--- src/rtl/bin2asc_tx.sv ---
// Signed binary to decimal ASCII streamer: double-dabble conversion, then one character
// per TX handshake ('-', digits without leading zeros, optional CR LF; "ERR" on error).
module bin2asc_tx #(
    parameter int unsigned WIDTH  = 16,
    parameter int unsigned DIGITS = 5,
    parameter bit          EOL_EN = 1'b1
) (
    input  logic             clk,
    input  logic             rst,
    input  logic [WIDTH-1:0] result_i,
    input  logic             err_i,
    input  logic             result_valid,
    output logic             result_ready,
    output logic [7:0]       tx_data,
    output logic             tx_start,
    input  logic             tx_done,
    output logic             busy
);
    localparam int unsigned QDepth = DIGITS + 3;
    localparam int unsigned IW     = $clog2(QDepth);
    localparam int unsigned CW     = $clog2(WIDTH + 1);
    localparam int unsigned BW     = 4 * DIGITS;

    typedef enum logic [2:0] {StIdle, StConv, StLoad, StSend, StWait} state_e;
    state_e state_q, state_d;

    logic [WIDTH-1:0] mag_q, mag_d;
    logic [BW-1:0]    bcd_q, bcd_d, bcd_adj, bcd_shift;
    logic             neg_q, neg_d;
    logic [CW-1:0]    cnt_q, cnt_d;
    logic [7:0]       queue_q [QDepth];
    logic [7:0]       queue_d [QDepth];
    logic [7:0]       conv_q  [QDepth];
    logic [IW-1:0]    conv_n, last_q, last_d, rd_q, rd_d;
    logic             final_q, final_d;
    logic [7:0]       tx_data_q, tx_data_d;
    logic             conv_last, started;

    assign conv_last = (cnt_q == CW'(WIDTH - 1));

    // Add-3 correction on every BCD nibble, then shift in the next magnitude bit.
    always_comb begin
        bcd_adj = bcd_q;
        for (int i = 0; i < int'(DIGITS); i++) begin
            if (bcd_q[4*i +: 4] >= 4'd5) bcd_adj[4*i +: 4] = bcd_q[4*i +: 4] + 4'd3;
        end
    end
    assign bcd_shift = {bcd_adj[BW-2:0], mag_q[WIDTH-1]};

    // Character queue built from the fully converted BCD value.
    always_comb begin
        conv_n  = '0;
        started = 1'b0;
        for (int k = 0; k < int'(QDepth); k++) conv_q[k] = '0;
        if (neg_q) begin
            conv_q[conv_n] = 8'd45;
            conv_n         = conv_n + 1'b1;
        end
        for (int i = int'(DIGITS) - 1; i >= 0; i--) begin
            if (bcd_shift[4*i +: 4] != 4'd0 || started || i == 0) begin
                started        = 1'b1;
                conv_q[conv_n] = 8'd48 + {4'd0, bcd_shift[4*i +: 4]};
                conv_n         = conv_n + 1'b1;
            end
        end
        if (EOL_EN) begin
            conv_q[conv_n] = 8'd13;
            conv_n         = conv_n + 1'b1;
            conv_q[conv_n] = 8'd10;
            conv_n         = conv_n + 1'b1;
        end
    end

    always_comb begin
        mag_d     = mag_q;
        bcd_d     = bcd_q;
        neg_d     = neg_q;
        cnt_d     = cnt_q;
        queue_d   = queue_q;
        last_d    = last_q;
        rd_d      = rd_q;
        final_d   = final_q;
        tx_data_d = tx_data_q;
        unique case (state_q)
            StIdle: begin
                if (result_valid) begin
                    neg_d = result_i[WIDTH-1];
                    mag_d = result_i[WIDTH-1] ? (~result_i + 1'b1) : result_i;
                    bcd_d = '0;
                    cnt_d = '0;
                    rd_d  = '0;
                    if (err_i) begin
                        for (int k = 0; k < int'(QDepth); k++) queue_d[k] = '0;
                        queue_d[0] = 8'd69;
                        queue_d[1] = 8'd82;
                        queue_d[2] = 8'd82;
                        queue_d[3] = EOL_EN ? 8'd13 : 8'd0;
                        queue_d[4] = EOL_EN ? 8'd10 : 8'd0;
                        last_d     = EOL_EN ? IW'(4) : IW'(2);
                    end
                end
            end
            StConv: begin
                mag_d = mag_q << 1;
                bcd_d = bcd_shift;
                cnt_d = cnt_q + 1'b1;
                if (conv_last) begin
                    queue_d = conv_q;
                    last_d  = conv_n - 1'b1;
                end
            end
            StLoad: begin
                tx_data_d = queue_q[rd_q];
                final_d   = (rd_q == last_q);
                rd_d      = rd_q + 1'b1;
            end
            default: ;
        endcase
    end

    always_ff @(posedge clk) begin
        if (rst) begin
            mag_q     <= '0;
            bcd_q     <= '0;
            neg_q     <= 1'b0;
            cnt_q     <= '0;
            last_q    <= '0;
            rd_q      <= '0;
            final_q   <= 1'b0;
            tx_data_q <= '0;
            for (int k = 0; k < int'(QDepth); k++) queue_q[k] <= '0;
        end else begin
            mag_q     <= mag_d;
            bcd_q     <= bcd_d;
            neg_q     <= neg_d;
            cnt_q     <= cnt_d;
            last_q    <= last_d;
            rd_q      <= rd_d;
            final_q   <= final_d;
            tx_data_q <= tx_data_d;
            queue_q   <= queue_d;
        end
    end

    always_ff @(posedge clk) begin
        if (rst) state_q <= StIdle;
        else     state_q <= state_d;
    end

    always_comb begin
        state_d = state_q;
        unique case (state_q)
            StIdle:  if (result_valid) state_d = err_i ? StLoad : StConv;
            StConv:  if (conv_last) state_d = StLoad;
            StLoad:  state_d = StSend;
            StSend:  state_d = StWait;
            StWait:  if (tx_done) state_d = final_q ? StIdle : StLoad;
            default: state_d = StIdle;
        endcase
    end

    always_comb begin
        result_ready = (state_q == StIdle);
        busy         = (state_q != StIdle);
        tx_start     = (state_q == StSend);
        tx_data      = tx_data_q;
    end

endmodule
--- config.mk ---
export PLATFORM = sky130hd
export DESIGN_NAME = bin2asc_tx
export DESIGN_NICKNAME = d
export VERILOG_FILES = /design/src/rtl/bin2asc_tx.sv
export SDC_FILE = /design/constraint.sdc
export NUM_CORES = 1
export LEC_CHECK = 0
export CAP_MARGIN = 10
export CORE_UTILIZATION = 65
export DETAILED_ROUTE_END_ITERATION = 10
export GPL_ROUTABILITY_DRIVEN = 1
export GPL_TIMING_DRIVEN = 1
export PLACE_DENSITY = 0.85
export SLEW_MARGIN = 10
export SYNTH_ARGS = -nofsm -noshare
export SYNTH_HDL_FRONTEND = slang
export SYNTH_SLANG_ARGS = --single-unit
--- constraint.sdc ---
create_clock -name clk -period 10.5 [get_ports clk]
set_input_delay 2.1 -clock clk [delete_from_list [all_inputs] [get_ports clk]]
set_output_delay 2.1 -clock clk [all_outputs]
set_load 0.05 [all_outputs]
### Pin placement

Pins as bars across the die edge, other pins in grey.
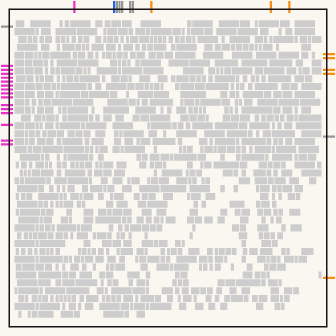
port	colour	pins	direction	edge
tx_data	orange	8	output	5 right, 3 top
tx_done	blue	1	input	top
result_i	magenta	16	input	15 left, 1 top

### Where the registers sit

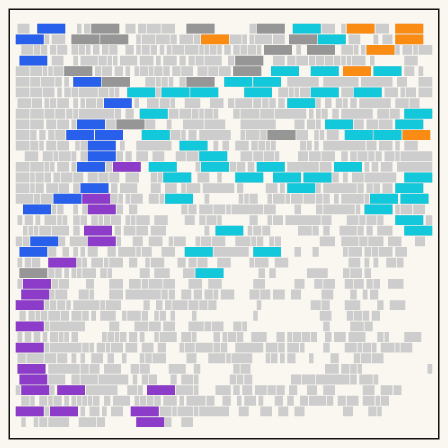
netlist name	colour	flops
bcd_q	purple	20
tx_data	orange	7
queue_q	cyan	44
mag_q	blue	16
not coloured	16
Finished Core Util: 73.3%
P_seq: 428 uW

### Clock routing

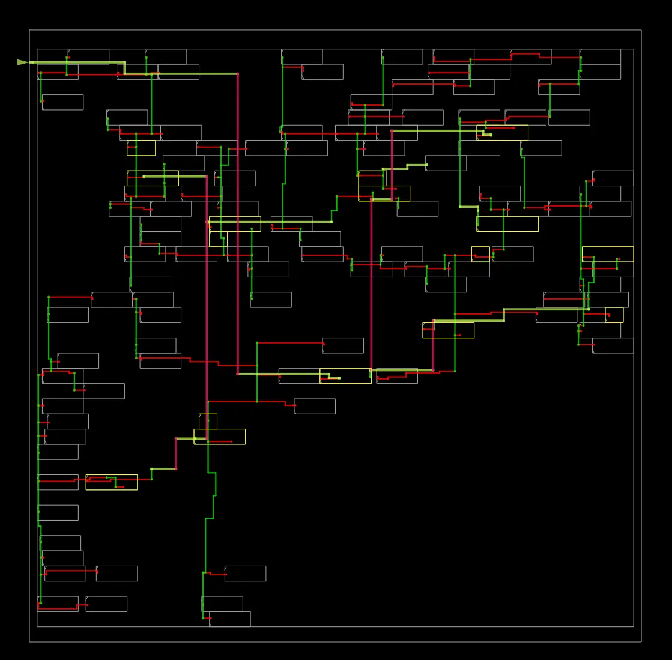
Clock group: 358 uW
final sequential cell count: 103
Num Clock Sinks: 103
Clock Skew: 0.0115 ns

==> results.py <==
# Generated from Yosys and OpenROAD reports
metrics = {
    "critical_path": {
        "critPathLaunch": "bcd_q[16]",
        "worst_ep_required_time_ns": 10.70,
        "timing.critical_path.mode_cell": "ha_1",
        "cp-start-kind": "flop",
        "slowest_stage": "xor2_1",
        "slowest_delay_ns": 0.78,
        "cp.depth": 20,
        "crit_type": "flop to flop",
        "reg2reg_depth": 20,
    },
    "floorplan": {
        "ios": 32,
        "dieHeight_um": 109,
    },
    "yosys": {
        "yosys_warnings": 0,
        "avgSynthCellArea_sq_um": 8.08,
        "ys_seq_elements": 103,
        "synth_cell_type_count": 101,
        "postSynthSeqShare_pct": 27.5,
        "edf_count": 0,
        "syn-instance-count": 929,
    },
    "grt": {
        "grt_usage_pct": 41.5,
    },
    "cells_and_area": {
        "area_growth_pct": 7.60,
        "fin_nets": 959,
        "num_antenna_cells": 0,
    },
    "outcome": {
        "status": "finished, final reports clean",
    },
    "placed_design": {
        "dp_hpwl_mm": 17.4,
    },
    "drt": {
        "wire_per_inst_um": 23.0,
        "drc": 0,
        "finalWirelength_mm": 24.3,
        "dr.max_layer_used": "met4",
    },
    "clock_tree": {
        "cts_setup_buffers": 0,
        "root_buffer": "clkbuf_16",
        "h-tree-depth": 3,
    },
    "final_timing": {
        "setup-violations-final": 0,
    },
    "pwr": {
        "vdd_drop_max_uv": 143,
        "power.density_nw_per_um2": 120,
    },
    "worst_hold_path": {
        "worst_hold_path.num_cells": 2,
    },
    "flow_run": {
        "max-cap-violations": 0,
    },
}
### Routed metal, one colour a layer

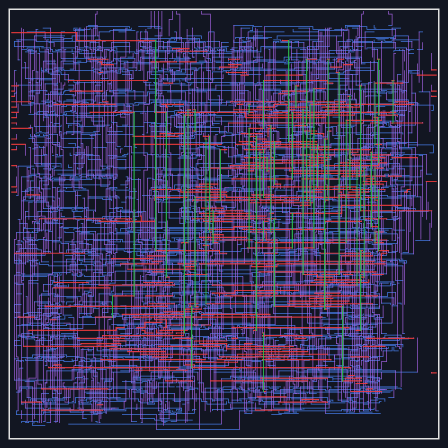
layer	colour	wire length
M2	purple	11,100 um
M1	blue	9,320 um
M3	red	2,770 um
M4	green	1,200 um

### Logic cells by family

Bar = 20 um.
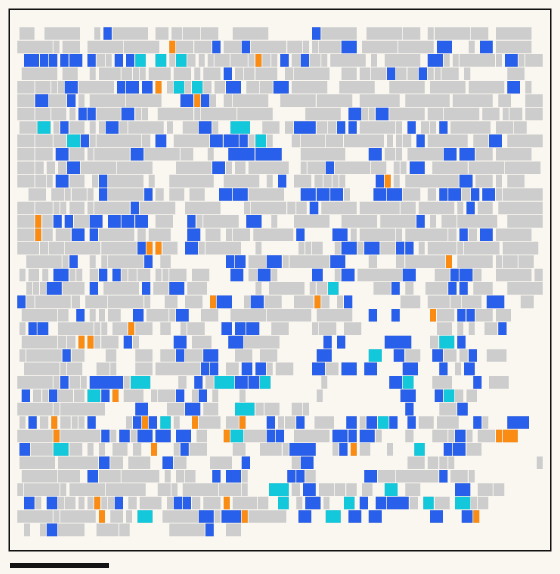
family	colour	cells	where
aoi and oai cells	blue	250	spread over the die
and/or cells	cyan	32	spread over the die
inv cells	orange	32	spread over the die

[report_power, final]
group          internal, uW  switching [uW]  leakage [uW]
clock                   200             157      0.000156
combinational          61.0             122       0.00182
sequential              409            18.6      0.000836
total                   670             298       0.00281
[registers in the layout, summed over array words and instances, names as in the netlist]
name / flops
rd_q: 3
state_q: 3
queue_q: 44
bcd_q: 20
final_q: 1
last_q: 3
cnt_q: 5
mag_q: 16
tx_data: 7
neg_q: 1
[cell usage after synthesis (all sizes together), types with 5 or more instances]
master    n
and4      5
nand2   109
o31ai     9
buf      19
nor3b     6
mux2      9
o21ai    53
a21oi    67
nor2     80
nor3     28
o211ai    8
dfxtp   103
clkbuf   42
nor2b    13
mux2i    27
a22oi    19
and2      6
and3      7
a32o      5
a22o      5
o22ai     8
ha       22
or3       6
a31oi    21
a221oi   11
nand2b   13
a21o      6
nand4     9
mux4     11
a211oi   22
nand3    34
xnor2    27
o21a      7
inv      30
a311oi    9
[layout make-up]
class                           count  area [sq um]  share of cell area [%]
Timing Repair Buffer               36           338                    4.18
Sequential cell                   103          2060                    25.5
Tap cell                          140           175                    2.17
Clock buffer                       11           253                    3.13
Inverter                           32           125                    1.55
Clock inverter                      5          65.1                   0.805
Multi-Input combinational cell    733          5060                    62.7
[cells by family after synthesis]
family | after synthesis | synth area share [%]
simple gates | 333 | 22.5
mux | 47 | 8.85
xor+xnor | 32 | 4.21
buf+inv | 93 | 5.33
compound gates | 297 | 27.7
flops | 103 | 27.5
other cells | 1 | 0.0499
fa+ha+maj | 23 | 3.93
[metrics by stage]
stage	setup slack [ns]	instances	power, uW	util (%)
floorplan	5.06	929	562	-
global placement	4.55	1043	605	70.3
detailed placement	4.29	1043	613	70.3
CTS	4.21	1059	963	73.2
global route	3.66	1060	995	73.3
finish	3.97	1060	968	73.3
Power is estimated from default activity; no workload was simulated.
